File: config.mk
export PLATFORM = sky130hd
export DESIGN_NAME = reg_write_queue
export DESIGN_NICKNAME = d
export VERILOG_FILES = /design/src/rtl/reg_write_queue_pkg.sv /design/src/rtl/reg_write_queue_match.sv /design/src/rtl/reg_write_queue.sv
export SDC_FILE = /design/constraint.sdc
export NUM_CORES = 1
export LEC_CHECK = 0
export CORE_MARGIN = 1
export CORE_UTILIZATION = 45
export DETAILED_ROUTE_END_ITERATION = 10
export HOLD_SLACK_MARGIN = 0.06
export PLACE_DENSITY = 0.71
export SYNTH_ARGS = -nofsm -noshare
export SYNTH_HDL_FRONTEND = slang
export SYNTH_SLANG_ARGS = --single-unit
File: constraint.sdc
create_clock -name Clk -period 4.2 [get_ports Clk]
set_clock_uncertainty 0.1 [all_clocks]
set_input_delay 0.84 -clock Clk [delete_from_list [all_inputs] [get_ports Clk]]
set_output_delay 0.84 -clock Clk [all_outputs]
set_load 0.02 [all_outputs]
File: src/rtl/reg_write_queue_pkg.sv
// ============================================================================
// Module   : reg_write_queue_pkg
// Purpose  : Shared types and constants for the register write queue.
// Revision : 1.0 - initial release
// ============================================================================
`default_nettype none

package reg_write_queue_pkg;

  localparam int          DEFAULT_DEPTH = 4;
  localparam logic [4:0]  REG_ZERO      = 5'd0;

  typedef struct packed {
    logic [4:0]  regNum;
    logic [31:0] data;
  } entry_t;

endpackage

`default_nettype wire

File: src/rtl/reg_write_queue_match.sv
// ============================================================================
// Module   : reg_queue_match
// Purpose  : Hazard lookup of one read register against the queued writes;
//            with REG_WRITE_BYPASS_EN it also returns the newest matching data.
// Revision : 1.0 - initial release
// ============================================================================
`default_nettype none

module reg_queue_match
  import reg_write_queue_pkg::*;
#(
  parameter int DEPTH = DEFAULT_DEPTH
)
(
  input  logic [DEPTH-1:0][4:0]      regNums,
`ifdef REG_WRITE_BYPASS_EN
  input  logic [DEPTH-1:0][31:0]     datas,
  output logic [31:0]                newestData,
`endif
  input  logic [$clog2(DEPTH)-1:0]   rdPtr,
  input  logic [$clog2(DEPTH):0]     count,
  input  logic [4:0]                 queryReg,
  output logic                       pending
);

  localparam int PW = $clog2(DEPTH);
  localparam int CW = PW + 1;

  logic [PW-1:0] w_idx;

  // Walk from head to tail so the last hit is the newest queued write.
  always_comb begin
    pending = 1'b0;
    w_idx   = '0;
`ifdef REG_WRITE_BYPASS_EN
    newestData = '0;
`endif
    for (int k = 0; k < DEPTH; k++) begin
      w_idx = rdPtr + PW'(k);
      if ((CW'(k) < count) && (queryReg != REG_ZERO) &&
          (regNums[w_idx] == queryReg)) begin
        pending = 1'b1;
`ifdef REG_WRITE_BYPASS_EN
        newestData = datas[w_idx];
`endif
      end
    end
  end

endmodule

`default_nettype wire

File: src/rtl/reg_write_queue.sv
// ============================================================================
// Module   : reg_write_queue
// Purpose  : Two-source register-file write queue with one drain per cycle
//            and hazard lookup. Optional macro REG_WRITE_BYPASS_EN adds
//            newest-match data bypass ports.
// Revision : 1.0 - initial release
// ============================================================================
`default_nettype none

module reg_write_queue
  import reg_write_queue_pkg::*;
#(
  parameter int DEPTH = DEFAULT_DEPTH
)
(
  input  logic                       Clk,
  input  logic                       Reset,
  input  logic                       AluValid,
  output logic                       AluReady,
  input  logic [4:0]                 AluReg,
  input  logic [31:0]                AluData,
  input  logic                       MemValid,
  output logic                       MemReady,
  input  logic [4:0]                 MemReg,
  input  logic [31:0]                MemData,
  output logic [4:0]                 WriteRegister,
  output logic [31:0]                WriteData,
  output logic                       RegWrite,
  input  logic [4:0]                 ReadRegister1,
  input  logic [4:0]                 ReadRegister2,
  output logic                       Pending1,
  output logic                       Pending2,
`ifdef REG_WRITE_BYPASS_EN
  output logic [31:0]                BypassData1,
  output logic [31:0]                BypassData2,
`endif
  output logic [$clog2(DEPTH):0]     Count
);

  localparam int PW = $clog2(DEPTH);
  localparam int CW = PW + 1;

  logic [CW-1:0]         r_count;
  logic [PW-1:0]         r_rdPtr;
  logic [PW-1:0]         r_wrPtr;
  entry_t [DEPTH-1:0]    r_entries;

  logic                  w_pop;
  logic                  w_memPush;
  logic                  w_aluPush;
  logic [CW-1:0]         w_freeSlots;
  logic [PW-1:0]         w_aluIdx;
  entry_t                w_head;
  logic [DEPTH-1:0][4:0] w_regNums;
  logic                  w_pend1;
  logic                  w_pend2;

  // The head drains unconditionally whenever anything is queued.
  assign w_pop    = !Reset && (r_count != '0);
  assign MemReady = !Reset && ((r_count < CW'(DEPTH)) || w_pop);
  assign w_memPush = MemValid && MemReady && (MemReg != REG_ZERO);

  // Slots left once this cycle's pop and any Mem enqueue are accounted for.
  assign w_freeSlots = CW'(DEPTH) - r_count + CW'(w_pop) - CW'(w_memPush);
  assign AluReady    = !Reset && (w_freeSlots != '0);
  assign w_aluPush   = AluValid && AluReady && (AluReg != REG_ZERO);

  // Mem goes first, so Alu lands one slot behind it when both push.
  assign w_aluIdx = r_wrPtr + PW'(w_memPush);

  always_ff @(posedge Clk) begin
    if (Reset) begin
      r_count <= '0;
      r_rdPtr <= '0;
      r_wrPtr <= '0;
    end else begin
      r_count <= r_count + CW'(w_memPush) + CW'(w_aluPush) - CW'(w_pop);
      r_rdPtr <= r_rdPtr + PW'(w_pop);
      r_wrPtr <= r_wrPtr + PW'(w_memPush) + PW'(w_aluPush);
    end
  end

  always_ff @(posedge Clk) begin
    if (w_memPush) begin
      r_entries[r_wrPtr] <= '{regNum: MemReg, data: MemData};
    end
    if (w_aluPush) begin
      r_entries[w_aluIdx] <= '{regNum: AluReg, data: AluData};
    end
  end

  assign w_head        = r_entries[r_rdPtr];
  assign RegWrite      = w_pop;
  assign WriteRegister = w_pop ? w_head.regNum : '0;
  assign WriteData     = w_pop ? w_head.data   : '0;
  assign Count         = r_count;

  for (genvar i = 0; i < DEPTH; i++) begin : g_regNums
    assign w_regNums[i] = r_entries[i].regNum;
  end

`ifdef REG_WRITE_BYPASS_EN
  logic [DEPTH-1:0][31:0] w_datas;

  for (genvar i = 0; i < DEPTH; i++) begin : g_datas
    assign w_datas[i] = r_entries[i].data;
  end
`endif

  reg_queue_match #(.DEPTH(DEPTH)) u_match1 (
    .regNums    (w_regNums),
`ifdef REG_WRITE_BYPASS_EN
    .datas      (w_datas),
    .newestData (BypassData1),
`endif
    .rdPtr      (r_rdPtr),
    .count      (r_count),
    .queryReg   (ReadRegister1),
    .pending    (w_pend1)
  );

  reg_queue_match #(.DEPTH(DEPTH)) u_match2 (
    .regNums    (w_regNums),
`ifdef REG_WRITE_BYPASS_EN
    .datas      (w_datas),
    .newestData (BypassData2),
`endif
    .rdPtr      (r_rdPtr),
    .count      (r_count),
    .queryReg   (ReadRegister2),
    .pending    (w_pend2)
  );

  assign Pending1 = !Reset && w_pend1;
  assign Pending2 = !Reset && w_pend2;

endmodule

`default_nettype wire

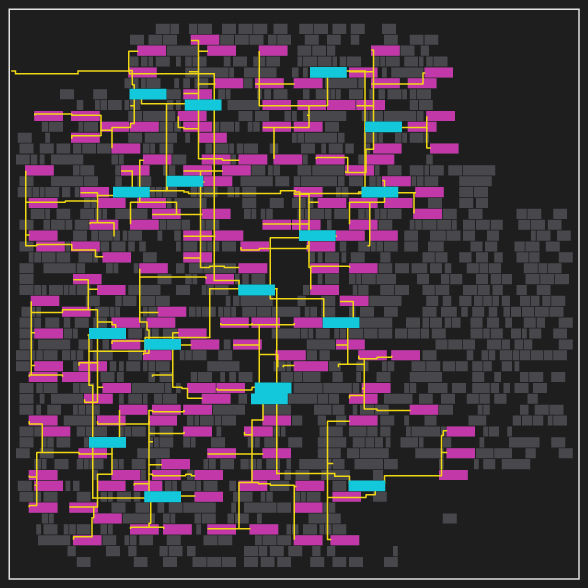
Figure 1: clock distribution.
Drawn at 4 px/µm.
Cyan stands for clock drivers, count 17. Magenta stands for flip-flops, count 155. Yellow stands for clock wires, length 1860 µm.
There are 18 routed clock nets.
Late-Pin Clk Latency: 0.43 ns
Clock power frac: 19.2%
clk pwr: 1490 µW

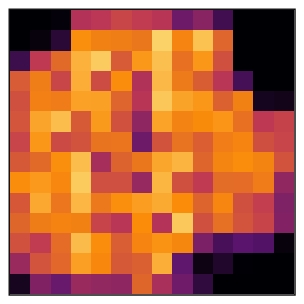
Figure 2: cell area per tile.
Drawn at 2 px/µm. 14 x 14 tiles, from black (low) to pale yellow (high), 0 to 100% covered.
21% of the tiles are over 75% full. The mean over all tiles is 53%. 12% of the tiles are nearly empty. The fullest tile reaches 90%.
fp util: 46.6%
core area: 0.0190 mm²
Final Core Density: 58.0%

==> results.py <==
# Physical implementation metrics
metrics = {
    "clock_network": {
        "htreeDepth": 4,
        "cts_hold_buf": 0,
        "clk_pin_slew_ns": 0.06,
        "post_cts_buffers": 0,
    },
    "global_route": {
        "grt_pass1_vias": 7016,
        "busiest_layer": "met2",
        "met2_usage_pct": 37.3,
        "grtUsageMet1_pct": 29.3,
        "grt_max_degree": 51,
        "use_met3_pct": 6.29,
        "grt_pass1_wl_um": 35900,
    },
    "synth": {
        "common_cells": "178 x mux2i_1, 155 x dfxtp_1, 148 x nand2_1",
        "synth.area.mux_share_pct": 30.4,
        "top_area_cell": "dfxtp_1",
        "synth.distinct_cells": 46,
        "most_common_cell": "mux2i_1",
        "ff_type": "dfxtp_1",
        "yosysWarnings": 0,
        "ys.flops": 155,
        "synth_nets": 1017,
        "top_logic_kind": "multiplexers",
        "ys_cells": 919,
        "postSynthAreaPerCell_um2": 9.61,
        "synth-xor-area-share_pct": 4.76,
    },
    "placement": {
        "gp_congestion": 0.923,
        "dp.cells": 1267,
        "hpwl_um": 14500,
        "place_ws_ns": -0.422,
    },
    "layout": {
        "instances_no_fill": 1300,
        "logic_area_mm2": 0.00525,
        "largest_register": "r_entries",
        "antenna_cells": 0,
        "buffers": 164,
        "inverters_excl_clock": 12,
        "sh_seq_area_pct": 28.2,
        "flop_area_mm2": 0.00311,
        "final_cell_mix": "178 x mux2i_1, 153 x dfxtp_1, 148 x nand2_1, 131 x clkdlybuf4s50_1, 94 x o21ai_1",
        "final_nets": 1125,
    },
    "power_and_ir_drop": {
        "p_seq_uw": 2720,
        "pg_comb_uw": 3550,
        "switching_share_pct": 35.8,
        "ir_worst_vdd_mv": 0.350,
        "seqPwrFrac_pct": 35.0,
    },
    "routing": {
        "top_layer_used": "met4",
        "met3_length_um": 1450,
        "wl_met2_um": 10500,
        "wirelength_um": 22400,
        "drtIter0Drc": 360,
        "wl_per_cell_um": 17.2,
        "drc": 0,
    },
    "setup_path": {
        "max_stage_delay_ns": 0.57,
        "rrSetupSlack_ns": 1.18,
        "reg2reg_depth": 12,
        "worstSetupEndpoint": "AluReady",
        "slowest_stage": "or4_1",
        "setup.worst_path.start_class": "input pin",
        "critPathRequiredTime_ns": 3.26,
        "r2r_end": "Count[1]",
        "path_buffers": 3,
        "critical_path_cell_count": 9,
    },
    "final_timing": {
        "final.min_clock_period_ns": 4.12,
        "setup_violations": 0,
        "finalHoldViolations": 0,
        "holdWs_ns": 0.422,
        "rsz0062_at_grt": "no",
        "finalMaxSlewViolations": 0,
        "setup_slack_ns": 0.0760,
        "timing.final.crit_share_pct": 98.2,
        "max_slew_margin_pct": 62.9,
        "worst_pin_slew_ns": 0.556,
    },
    "outcome": {
        "status": "complete, no violations",
    },
    "die": {
        "die_area_mm2": 0.0202,
        "ioPinCount": 133,
    },
    "worst_hold_path": {
        "min_path_cells": 2,
        "hold_class": "flip-flop to flip-flop",
    },
}
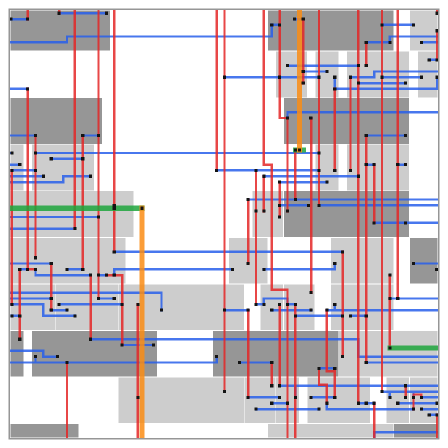
Figure 3: a small window of the routed layout.
Region (59, 59) to (84, 84) µm. Cells in gray, sequential cells in the stronger gray; small squares are vias.
Green stands for metal 3. Red stands for metal 2. Blue stands for metal 1. Orange stands for metal 4.
Most frequent: mux2i_1 (7), dfxtp_1 (7). 33 logic cells have their middle in the window. Sequential cells in the window: 7. Netlist names of flops here include r_entries (7).

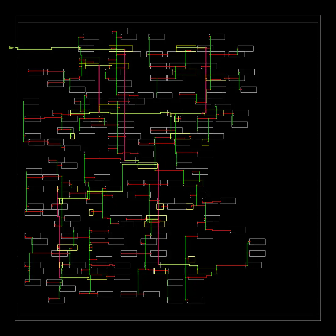
Figure 4: the clock network.
clock buffer count: 22
Clock Sinks: 155
Flops: 155

No activity file was given, so power comes from the tool's default toggle rates.
